===== config.mk =====
export PLATFORM = sky130hd
export DESIGN_NAME = acondicionador_temp
export DESIGN_NICKNAME = d
export VERILOG_FILES = /design/src/rtl/acondicionador_temp_pkg.sv /design/src/rtl/acondicionador_temp_promedio.sv /design/src/rtl/acondicionador_temp.sv
export SDC_FILE = /design/constraint.sdc
export NUM_CORES = 1
export LEC_CHECK = 0
export CAP_MARGIN = 30
export CORE_ASPECT_RATIO = 1.4
export CORE_MARGIN = 1
export CORE_UTILIZATION = 48
export CTS_CLUSTER_SIZE = 12
export DETAILED_ROUTE_END_ITERATION = 10
export GPL_ROUTABILITY_DRIVEN = 0
export GPL_TIMING_DRIVEN = 1
export MAX_ROUTING_LAYER = met4
export PLACE_DENSITY = 0.66
export SYNTH_ARGS = -nofsm -noshare
export SYNTH_HDL_FRONTEND = slang
export SYNTH_SLANG_ARGS = --single-unit

===== constraint.sdc =====
create_clock -name clk -period 4.85 [get_ports clk]
set_input_delay 1.455 -clock clk [delete_from_list [all_inputs] [get_ports clk]]
set_output_delay 1.455 -clock clk [all_outputs]
set_load 0.005 [all_outputs]

===== src/rtl/acondicionador_temp_pkg.sv =====
// Shared types and limits for the temperature monitoring chain.
// Holds the 11-bit signed temperature type, its limits and the conditioner FSM states.
package pkg_monitoreo;

    typedef logic signed [10:0] temp_t;

    localparam temp_t TEMP_MIN = temp_t'(-1024);
    localparam temp_t TEMP_MAX = temp_t'(1023);

    typedef enum logic [1:0] {
        VACIO,
        LLENANDO,
        OPERANDO,
        FALLA
    } estado_acond_t;

    function automatic temp_t saturar(input logic signed [12:0] v);
        if (v > 13'(TEMP_MAX)) begin
            return TEMP_MAX;
        end else if (v < 13'(TEMP_MIN)) begin
            return TEMP_MIN;
        end
        return v[10:0];
    endfunction

endpackage


===== src/rtl/acondicionador_temp_promedio.sv =====
// Moving average over 2**LOG2_N samples: circular buffer, running sum and write pointer.
// promedio and lleno already reflect the write presented on this cycle.
module promedio_movil
    import pkg_monitoreo::*;
#(
    parameter int LOG2_N = 2
) (
    input  logic  clk,
    input  logic  rst,
    input  logic  wr_en,
    input  temp_t dato,
    output temp_t promedio,
    output logic  lleno
);

    localparam int N  = 1 << LOG2_N;
    localparam int SW = 11 + LOG2_N;
    localparam int PW = (LOG2_N > 0) ? LOG2_N : 1;
    localparam int CW = LOG2_N + 1;

    temp_t                mem_q [N];
    temp_t                mem_d [N];
    logic [PW-1:0]        ptr_q, ptr_d;
    logic [CW-1:0]        cnt_q, cnt_d;
    logic signed [SW-1:0] sum_q, sum_d;

    always_comb begin
        mem_d = mem_q;
        ptr_d = ptr_q;
        cnt_d = cnt_q;
        sum_d = sum_q;
        if (wr_en) begin
            mem_d[ptr_q] = dato;
            // The sum holds at most N values of 11 bits, so SW bits cannot overflow.
            sum_d = sum_q + SW'(dato) - SW'(mem_q[ptr_q]);
            ptr_d = (ptr_q == PW'(N - 1)) ? '0 : ptr_q + 1'b1;
            if (cnt_q != CW'(N)) begin
                cnt_d = cnt_q + 1'b1;
            end
        end
        promedio = temp_t'(sum_d >>> LOG2_N);
        lleno    = (cnt_d == CW'(N));
    end

    always_ff @(posedge clk) begin
        if (rst) begin
            for (int i = 0; i < N; i++) begin
                mem_q[i] <= '0;
            end
            ptr_q <= '0;
            cnt_q <= '0;
            sum_q <= '0;
        end else begin
            mem_q <= mem_d;
            ptr_q <= ptr_d;
            cnt_q <= cnt_d;
            sum_q <= sum_d;
        end
    end

endmodule


===== src/rtl/acondicionador_temp.sv =====
// Sensor conditioner: raw code -> clamped tenths of C -> moving average, with sticky fault.
// Two-stage pipeline: stage1 converts and flags, stage2 updates window, FSM and outputs.
module acondicionador_temp
    import pkg_monitoreo::*;
#(
    parameter int LOG2_N      = 2,
    parameter int OFFSET      = 400,
    parameter int MAX_ERR     = 3,
    parameter int TEMP_NEUTRA = 220
) (
    input  logic        clk,
    input  logic        rst,
    input  logic        muestra_valida,
    input  logic [11:0] muestra_raw,
    output temp_t       temp_entrada,
    output logic        temp_valida,
    output logic        listo,
    output logic        falla_sensor
);

    localparam logic [3:0] MAX_ERR_C     = 4'(MAX_ERR);
    localparam temp_t      TEMP_NEUTRA_C = temp_t'(TEMP_NEUTRA);

    logic               s1_valid_q, s1_valid_d;
    logic               s1_err_q, s1_err_d;
    temp_t              s1_dato_q, s1_dato_d;
    logic signed [12:0] conv;

    estado_acond_t      estado_q, estado_d;
    logic [3:0]         err_cnt_q, err_cnt_d, err_inc;
    temp_t              temp_q, temp_d;
    logic               valida_q, valida_d;
    logic               listo_q, listo_d;
    logic               falla_q, falla_d;

    logic               wr_en;
    temp_t              promedio;
    logic               lleno;

    always_comb begin
        conv       = $signed({1'b0, muestra_raw}) - 13'(OFFSET);
        s1_valid_d = muestra_valida;
        s1_err_d   = (muestra_raw == 12'h000) || (muestra_raw == 12'hFFF);
        s1_dato_d  = saturar(conv);
    end

    // Once in FALLA the window is frozen, so no write reaches the buffer.
    assign wr_en   = s1_valid_q && !s1_err_q && (estado_q != FALLA);
    assign err_inc = (err_cnt_q >= MAX_ERR_C) ? err_cnt_q : err_cnt_q + 4'd1;

    promedio_movil #(
        .LOG2_N (LOG2_N)
    ) u_promedio (
        .clk      (clk),
        .rst      (rst),
        .wr_en    (wr_en),
        .dato     (s1_dato_q),
        .promedio (promedio),
        .lleno    (lleno)
    );

    always_comb begin
        estado_d  = estado_q;
        err_cnt_d = err_cnt_q;
        temp_d    = temp_q;
        valida_d  = 1'b0;
        listo_d   = listo_q;
        falla_d   = falla_q;
        if (s1_valid_q && (estado_q != FALLA)) begin
            if (s1_err_q) begin
                err_cnt_d = err_inc;
                if (err_inc == MAX_ERR_C) begin
                    estado_d = FALLA;
                    falla_d  = 1'b1;
                end
            end else begin
                err_cnt_d = '0;
                case (estado_q)
                    VACIO, LLENANDO: begin
                        if (lleno) begin
                            estado_d = OPERANDO;
                            listo_d  = 1'b1;
                            temp_d   = promedio;
                            valida_d = 1'b1;
                        end else begin
                            estado_d = LLENANDO;
                        end
                    end
                    OPERANDO: begin
                        temp_d   = promedio;
                        valida_d = 1'b1;
                    end
                    default: begin
                        estado_d = estado_q;
                    end
                endcase
            end
        end
    end

    always_ff @(posedge clk) begin
        if (rst) begin
            s1_valid_q <= 1'b0;
            s1_err_q   <= 1'b0;
            s1_dato_q  <= '0;
            estado_q   <= VACIO;
            err_cnt_q  <= '0;
            temp_q     <= TEMP_NEUTRA_C;
            valida_q   <= 1'b0;
            listo_q    <= 1'b0;
            falla_q    <= 1'b0;
        end else begin
            s1_valid_q <= s1_valid_d;
            s1_err_q   <= s1_err_d;
            s1_dato_q  <= s1_dato_d;
            estado_q   <= estado_d;
            err_cnt_q  <= err_cnt_d;
            temp_q     <= temp_d;
            valida_q   <= valida_d;
            listo_q    <= listo_d;
            falla_q    <= falla_d;
        end
    end

    assign temp_entrada = temp_q;
    assign temp_valida  = valida_q;
    assign listo        = listo_q;
    assign falla_sensor = falla_q;

endmodule


==> images/layer_met1.png <==
Supply wires on this layer in grey.
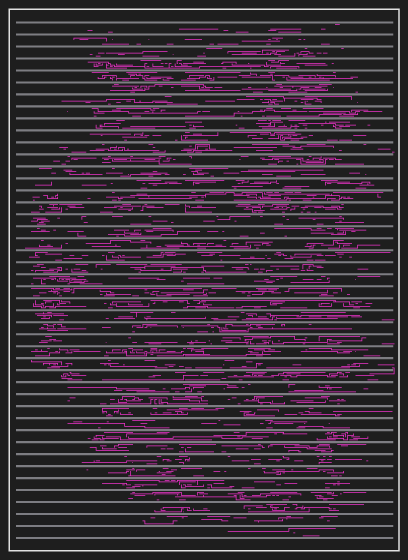
- nets with wire on the layer: 602
- wire length on this layer: 4470 um
- share of all routed wire: 42%
- longest straight run: 30.4 um
- main direction: horizontal

==> images/clocks.png <==
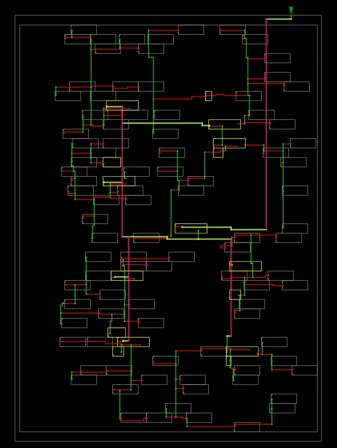
clock sink count: 95
clkbuf count: 12
clk latency late pin: 0.34 ns
sequential cell count: 95
Layout Skew: 0.00988 ns

==> flow_summary_export.csv <==
group,metric,value,unit
min_path,worstHoldStart,"u_promedio.mem_q[9]",
grt,top_usage_layer,"met2",
power_and_ir_drop,power,0.00225,W
clocking,cts_tree,"yes",
grt,grt_pass1_wl,18.3,mm
run_status,status,"complete, no violations",
routing,ant_nets,0,
setup_path,crit_chain,"buf_4 -> mux4_2 -> fa_1 -> inv_1 -> ha_1 -> a211o_1 -> a21oi_1 -> o21ai_1 -> a211oi_1 -> nor4_1 -> a311o_1",
floorplanning,taps,135,
routing,drt_pass1_iterations,4,
synth,ys_sh_aoi,0.158,
floorplanning,rows,43,
floorplanning,dieWidth,88.1,um
setup_path,criticalPathCategory,"reg -> reg",
synth,synth-warning-count,0,
power_and_ir_drop,p_seq,0.000858,W
synth,topCellsByArea,"dfxtp_1, nand2_1, a21oi_1",
power_and_ir_drop,p_comb_frac,0.318,
finish,nNonClkInverters,58,
power_and_ir_drop,comb_power,0.000715,W
place,placedCellCount,728,
synth,ys_cells,593,
power_and_ir_drop,ir_worst_vdd,178,uV
timing,drv_slew,0,
clocking,path_clk_slew,0.06,ns
timing,holdWs,0.455,ns
routing,wirelength,10.7,mm
timing,worst_slack,0.998,ns
setup_path,regToRegSetupSlack,1.0,ns
setup_path,path_max_fanout,11,
clocking,cts-buffers-inserted,9,
clocking,cts_resized,0,
timing,grt_setup_unrepaired,"no",
finish,drive_gt1_frac,0.0657,
run,log.warning_count,32,
timing,clock.fmax,260,MHz
finish,utilization,0.560,
finish,final_cells,744,
synth,ys_area,4980,um^2
synth,mux_share,0.0558,
routing,dr_wl_met2,5.60,mm
setup_path,endpoint_kind,"flop",
setup_path,cp-start-kind,"flop",
finish,layout.area.comb,2720,um^2
floorplanning,dieHeight,123,um
synth,syn_inst,593,
setup_path,crit_end,"temp_entrada[9]",
synth,synth_nets,643,
clocking,clockBufferDepth,2,
setup_path,cp.depth,11,
power_and_ir_drop,power-top-group,"registers",
routing,drc,0,
finish,largest_reg_flops,44,
power_and_ir_drop,pwr-share-seq,0.382,
min_path,min_to,"u_promedio.mem_q[9]",
finish,lay_top_cells,"nand2_1, dfxtp_1, a21oi_1",
power_and_ir_drop,p_leak,2.14,nW
place,dpl_cell_area,5320,um^2
grt,use_met1,0.254,
floorplanning,io-pin-count,29,
finish,top_regs,"u_promedio.mem_q (44), u_promedio.sum_q (13)",
finish,largestClassByArea,"logic gates",
synth,async_flop_share,0,
timing,tightest_slew,0.635,ns
power_and_ir_drop,swShare,0.334,
clocking,cts_root_buf,"clkbuf_16",
run,maxCapViolations,0,
routing,drtIter0Drc,140,
power_and_ir_drop,clkPwrFrac,0.300,
place,pre_cts_ws,1.03,ns
grt,grt_max_degree,54,
synth,ys_types,57,
min_path,hold_depth,2,
min_path,holdCritPathClass,"reg -> reg",
finish,buffer_area_frac,0.0558,
Power is estimated from default activity; no workload was simulated.
